### src/rtl/alu_pipe_pkg.sv
// Shared types for the pipelined ALU: op codes and the
// carry/overflow pair carried from S1 to S2.
package alu_pipe_pkg;

    typedef enum logic [2:0] {
        OP_ADD = 3'd0,
        OP_SUB = 3'd1,
        OP_AND = 3'd2,
        OP_OR  = 3'd3,
        OP_XOR = 3'd4,
        OP_ADC = 3'd5,
        OP_SLL = 3'd6,
        OP_SRL = 3'd7
    } alu_op_t;

    typedef struct packed {
        logic carry;
        logic overflow;
    } alu_flags_t;

endpackage

### src/rtl/alu_pipe_core.sv
// Combinational ALU datapath.
// in: op, a, b, cin   out: result, carry, overflow
module alu_pipe_core
    import alu_pipe_pkg::*;
#(
    parameter int WIDTH = 16,
    parameter int SHW   = $clog2(WIDTH)
) (
    input  alu_op_t          op,
    input  logic [WIDTH-1:0] a,
    input  logic [WIDTH-1:0] b,
    input  logic             cin,
    output logic [WIDTH-1:0] result,
    output logic             carry,
    output logic             overflow
);

    logic [SHW-1:0] amt;
    logic           adc_cin;
    logic [WIDTH:0] add_s;
    logic [WIDTH:0] sub_s;
    logic [WIDTH:0] shl_s;
    logic [WIDTH:0] shr_s;
    logic           a_msb;
    logic           b_msb;

    assign amt     = b[SHW-1:0];
    assign adc_cin = (op == OP_ADC) && cin;
    assign a_msb   = a[WIDTH-1];
    assign b_msb   = b[WIDTH-1];

    assign add_s = {1'b0, a} + {1'b0, b}
                 + {{WIDTH{1'b0}}, adc_cin};
    // Bit WIDTH of the wide difference is the borrow.
    assign sub_s = {1'b0, a} - {1'b0, b};
    // Extra bit catches the last bit shifted out;
    // amount 0 leaves it at zero.
    assign shl_s = {1'b0, a} << amt;
    assign shr_s = {a, 1'b0} >> amt;

    always_comb begin
        result   = '0;
        carry    = 1'b0;
        overflow = 1'b0;
        unique case (op)
            OP_ADD, OP_ADC: begin
                {carry, result} = add_s;
                overflow = (a_msb == b_msb)
                        && (add_s[WIDTH-1] != a_msb);
            end
            OP_SUB: begin
                {carry, result} = sub_s;
                overflow = (a_msb != b_msb)
                        && (sub_s[WIDTH-1] != a_msb);
            end
            OP_AND: result = a & b;
            OP_OR:  result = a | b;
            OP_XOR: result = a ^ b;
            OP_SLL: {carry, result} = shl_s;
            OP_SRL: {result, carry} = shr_s;
            default: ;
        endcase
    end

endmodule

### src/rtl/alu_pipe_param.sv
// Two-stage pipelined ALU with valid/ready on both sides
// and an architectural carry flag for multi-word chaining.
// in:  clk, rst_n, in_valid, in_op, in_a, in_b,
//      carry_clr, out_ready
// out: in_ready, out_valid, out_result, out_carry,
//      out_zero, out_overflow, out_negative
module alu_pipe_param
    import alu_pipe_pkg::*;
#(
    parameter  int WIDTH = 16,
    localparam int SHW   = $clog2(WIDTH)
) (
    input  logic             clk,
    input  logic             rst_n,
    input  logic             in_valid,
    output logic             in_ready,
    input  logic [2:0]       in_op,
    input  logic [WIDTH-1:0] in_a,
    input  logic [WIDTH-1:0] in_b,
    input  logic             carry_clr,
    output logic             out_valid,
    input  logic             out_ready,
    output logic [WIDTH-1:0] out_result,
    output logic             out_carry,
    output logic             out_zero,
    output logic             out_overflow,
    output logic             out_negative
);

    logic             carry_q,      carry_d;
    logic             s1_valid_q,   s1_valid_d;
    logic [WIDTH-1:0] s1_result_q,  s1_result_d;
    alu_flags_t       s1_flags_q,   s1_flags_d;
    logic             out_valid_q,  out_valid_d;
    logic [WIDTH-1:0] out_result_q, out_result_d;
    logic             out_carry_q,  out_carry_d;
    logic             out_zero_q,   out_zero_d;
    logic             out_ovf_q,    out_ovf_d;
    logic             out_neg_q,    out_neg_d;

    logic             s2_can_load;
    logic             s2_load;
    logic             in_fire;
    logic             core_cin;
    logic [WIDTH-1:0] core_result;
    logic             core_carry;
    logic             core_ovf;

    assign s2_can_load = !out_valid_q || out_ready;
    assign s2_load     = s1_valid_q && s2_can_load;
    assign in_ready    = !s1_valid_q || s2_can_load;
    assign in_fire     = in_valid && in_ready;
    // carry_clr overrides the flag for this cycle's ADC.
    assign core_cin    = carry_q && !carry_clr;

    alu_pipe_core #(
        .WIDTH (WIDTH),
        .SHW   (SHW)
    ) u_core (
        .op       (alu_op_t'(in_op)),
        .a        (in_a),
        .b        (in_b),
        .cin      (core_cin),
        .result   (core_result),
        .carry    (core_carry),
        .overflow (core_ovf)
    );

    always_comb begin
        carry_d      = carry_q;
        s1_valid_d   = s1_valid_q;
        s1_result_d  = s1_result_q;
        s1_flags_d   = s1_flags_q;
        out_valid_d  = out_valid_q;
        out_result_d = out_result_q;
        out_carry_d  = out_carry_q;
        out_zero_d   = out_zero_q;
        out_ovf_d    = out_ovf_q;
        out_neg_d    = out_neg_q;

        if (in_fire) begin
            carry_d = core_carry;
        end else if (carry_clr) begin
            carry_d = 1'b0;
        end

        if (in_fire) begin
            s1_valid_d  = 1'b1;
            s1_result_d = core_result;
            s1_flags_d  = '{carry:    core_carry,
                            overflow: core_ovf};
        end else if (s2_load) begin
            s1_valid_d = 1'b0;
        end

        if (s2_load) begin
            out_valid_d  = 1'b1;
            out_result_d = s1_result_q;
            out_carry_d  = s1_flags_q.carry;
            out_ovf_d    = s1_flags_q.overflow;
            out_zero_d   = (s1_result_q == '0);
            out_neg_d    = s1_result_q[WIDTH-1];
        end else if (out_ready) begin
            out_valid_d = 1'b0;
        end
    end

    always_ff @(posedge clk or negedge rst_n) begin
        if (!rst_n) begin
            carry_q      <= 1'b0;
            s1_valid_q   <= 1'b0;
            s1_result_q  <= '0;
            s1_flags_q   <= '0;
            out_valid_q  <= 1'b0;
            out_result_q <= '0;
            out_carry_q  <= 1'b0;
            out_zero_q   <= 1'b0;
            out_ovf_q    <= 1'b0;
            out_neg_q    <= 1'b0;
        end else begin
            carry_q      <= carry_d;
            s1_valid_q   <= s1_valid_d;
            s1_result_q  <= s1_result_d;
            s1_flags_q   <= s1_flags_d;
            out_valid_q  <= out_valid_d;
            out_result_q <= out_result_d;
            out_carry_q  <= out_carry_d;
            out_zero_q   <= out_zero_d;
            out_ovf_q    <= out_ovf_d;
            out_neg_q    <= out_neg_d;
        end
    end

    assign out_valid    = out_valid_q;
    assign out_result   = out_result_q;
    assign out_carry    = out_carry_q;
    assign out_zero     = out_zero_q;
    assign out_overflow = out_ovf_q;
    assign out_negative = out_neg_q;

endmodule

### config.mk
export PLATFORM = sky130hd
export DESIGN_NAME = alu_pipe_param
export DESIGN_NICKNAME = d
export VERILOG_FILES = /design/src/rtl/alu_pipe_pkg.sv /design/src/rtl/alu_pipe_core.sv /design/src/rtl/alu_pipe_param.sv
export SDC_FILE = /design/constraint.sdc
export NUM_CORES = 1
export LEC_CHECK = 0
export ABC_AREA = 1
export CAP_MARGIN = 40
export CORE_MARGIN = 1.5
export CORE_UTILIZATION = 50
export CTS_BUF_LIST = sky130_fd_sc_hd__clkbuf_8
export DETAILED_ROUTE_END_ITERATION = 8
export GPL_TIMING_DRIVEN = 0
export MAX_ROUTING_LAYER = met4
export PLACE_DENSITY = 0.72
export SETUP_SLACK_MARGIN = 0.3
export SLEW_MARGIN = 10
export SYNTH_ARGS = -nofsm -noshare
export SYNTH_HDL_FRONTEND = slang
export SYNTH_SLANG_ARGS = --single-unit
### constraint.sdc
create_clock -name clk -period 2.65 [get_ports clk]
set_input_delay 0.3975 -clock clk [delete_from_list [all_inputs] [get_ports clk]]
set_output_delay 0.3975 -clock clk [all_outputs]
set_load 0.02 [all_outputs]
==> summary.txt <==
run metrics: maximum clock path buffer count=2, yosys adder share=11.6%, placed cell area=between 0.006 and 0.007 mm^2, fillers=~1,100, initial antenna violation count=0, remaining global-route overflow=0, DP HPWL=around 18,000 um, root buf cell=clkbuf_8, clk_skew=slightly below 0.007 ns, CP Launch Point=carry_q, Final Wtd Congestion=approximately 1.0, vias in the first global route=between 6,000 and 7,000, Post-Synthesis Cell Area=slightly below 0.006 mm^2, clk latency late pin=0.30 ns, Port Buf Inserts=between 60 and 70, via count=slightly above 7,000, reg2reg start=carry_q, Pwr Density=around 420 mW/mm^2, Startpoint Class=flip-flop, Peak VDD IR=0.477 mV, RSZ-0062 raised after global routing=yes, height of the chip=between 100 and 150 um, # IOs=~62, Yosys chip area=between 0.005 and 0.006 mm^2, TritonRoute pass-1 iters=6, min cycle time layout=2.32 ns, Yosys reg bits=roughly 40, WHS Path Cells=2, P&R area growth vs syn=24.3%, Design Area, Final=between 0.007 and 0.008 mm^2, ao+oa area frac=under 10%, final setup violation count=0, n_diodes=0, Top FF cell, synth=dfrtp_1, outcome=finished clean, Finished Core Util=a little under two thirds, WL final=approximately 22,000 um, largest net degree at the start of global routing=30, site row count=39, Tcrit/Tclk final=87.7%, post-synthesis average cell area=between 5 and 6 um^2, Initial DRC Count=roughly 910, DRC Markers=0, mux share=0%, Worst setup EP type=flip-flop, Slew @ Worst Pin=between 0.5 and 0.6 ns, syn nets=~1,100, Vias/cell=roughly 5.7, r2r endpoint=s1_flags_q[1], total CTS buffers=5, min-delay worst type=reg2reg, path type of the worst setup path=reg2reg, Pre-Place Util=just over 50%, Synth Instances=between 1,000 and 1,500, Sink Count=roughly 40, Core ar.=between 0.01 and 0.015 mm^2, first-pass GRT wire length=about 35,000 um, Leakage Power=4.02 nW, die area=roughly 0.012 mm^2, Simple-Gate Fraction of Synth Area=approximately half, tool warnings=about 60, layout cells sized above 1=12.9%, Slew Viols, Final=0, ys async rst share=100%, CP required=2.85 ns, Unique cell types=39, crit path DAT=roughly 2.5 ns, Min-Delay Endpoint=s1_result_q[10], yosys cell count=just over 1,000, Final Hold Viols=0, Worst Min Path Start=s1_result_q[10], logic area=approximately 0.0043 mm^2, r2r worst-path depth=14, f_max=roughly 430 MHz, Antenna Nets Post-Route=0, chip width=111 um, CTS H-Tree Depth=2, peak fanout along the critical path=3, Slew headroom=60.0%, reg2reg setup slack=about 0.33 ns, XOR/XNOR Fraction of Synth Area=less than 1%, Clock transition at path regs=around 0.080 ns, max_cap viols=0, EDFF count, synth=0, Top non-seq family=simple AND/OR/NAND/NOR gates, CTS tree=built, Post-layout nets=1,227, Synth Seq Share=17.2%, register area=around 0.001 mm^2
## kinds of logic after synthesis
group           after synthesis
xor+xnor                      6
flops                        40
fa+ha+maj                    52
buf+inv                     170
simple gates                666
compound gates              105
## worst max path at each step
stage	slack (ns)	to
floorplan	0.33	s1_result_q[15]
global placement	-0.74	carry_q
detailed placement	-0.81	s1_flags_q[1]
CTS	0.31	s1_flags_q[1]
global route	0.26	carry_q
finish	0.33	s1_flags_q[1]
## worst max-delay path: stages, from the launching register on
cell	delay (ns)
dfrtp_1	0.39
nand2_1	0.11
nor2_2	0.06
fa_2	0.40
fa_2	0.39
nand3_2	0.10
nand3_4	0.10
nand3_2	0.09
nand3_2	0.08
nand2_1	0.08
nand2_1	0.04
nand2_1	0.09
nand3_2	0.12
nand2_2	0.12
nand2_2	0.07
## sequential cells by signal (all words and copies together) (netlist names)
signal        count
out_valid         1
s1_result_q      16
s1_flags_q        2
out_result       16
out_zero          1
carry_q           1
out_overflow      1
out_carry         1
s1_valid_q        1
## Yosys cell counts, drive strengths merged, types with 8 or more instances
master  count  area [um^2]
nand4      17          106
inv       125          469
a21oi      51          259
buf        35          210
nor2       96          373
and2        8         50.1
o21ai      39          199
nor3       10         60.1
nand3     144          731
clkbuf      9         33.8
ha         49          613
dfrtp      40         1000
nand2     382         1440
## layer usage
metal  GRT usage [%]  wire [um]
met5               -          0
met4            9.06        684
met3            7.00       2770
met2            54.8       9370
met1            52.5       9630
## cell type report
cell class / instances / area share [%]
clock buffer: 6 / 1.14
multi-input combinational: 829 / 59.6
sequential: 40 / 13.8
buffer: 44 / 4.30
timing repair buffer: 89 / 11.6
inverter: 126 / 6.53
clock inverter: 2 / 0.536
tap: 143 / 2.47
## cell usage in the layout, fill, tap and decap left out, types with 7 or more instances in the layout
cell type,count
dfrtp_1,40
clkbuf_1,9
nand4_1,17
nand3_2,14
inv_1,115
ha_1,47
a21oi_1,46
inv_2,10
buf_4,37
nor2_2,13
buf_2,11
nand2_1,369
clkdlybuf4s50_1,34
o21ai_0,34
and2_1,8
nand3_1,129
nor2_1,78
nor3_1,8
dlymetal6s2s_1,14
buf_6,7
nand2_2,13
## power by group
group          switching, W  internal [W]  leakage, nW
combinational       0.00102      0.000624         3.46
clock              0.000218      0.000308       0.0614
sequential        0.0000944      0.000760        0.501
## stage by stage
step                instances  power [W]  setup TNS (ns)  worst slack (ns)  hold WS [ns]
floorplan                1039    0.00176               0             0.335         0.102
global placement         1243    0.00235           -9.60            -0.737         0.462
detailed placement       1244    0.00236          -10.06            -0.810         0.295
CTS                      1276    0.00296               0             0.306         0.486
global route             1279    0.00323               0             0.264         0.507
finish                   1279    0.00302               0             0.326         0.481
## what timing repair did
action	in CTS	in global routing
endpoints found under the hold margin	11	0
hold buffers	1	0
setup endpoints to repair	18	16
buffers inserted	23	3
pin swaps	9	3
resized	72	55
Routing congestion map:
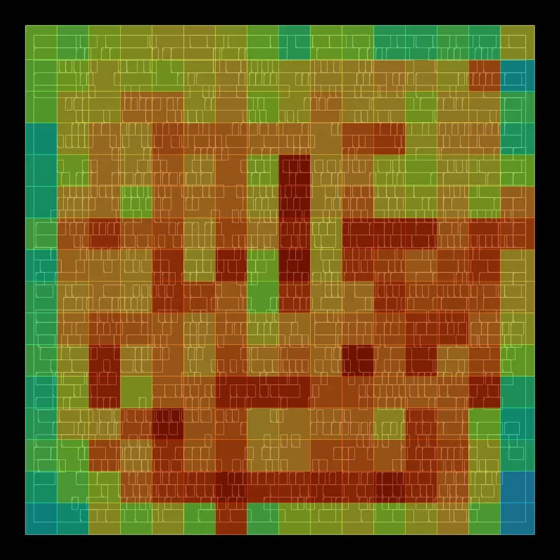
met2 Track Usage GR: 54.8%
WL per Instance: 17.5 um
GRT Total Usage: 37.1%
GRT met1 Usage: 52.5%
GRT busiest layer: met2

Met2 routing:
Scale bar: 20 um. Cells faint in the background.
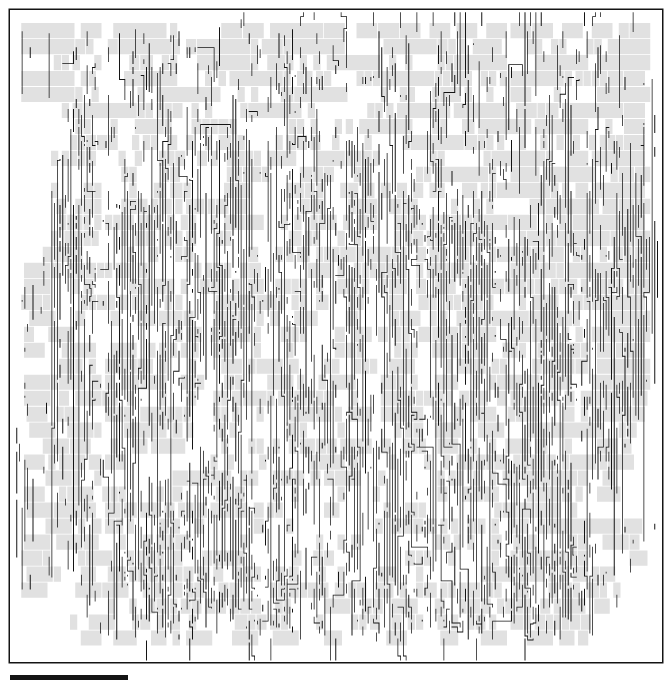
wire length on this layer: 9,370 um
longest straight run: 62.2 um

Power and IR drop assume default switching activity.
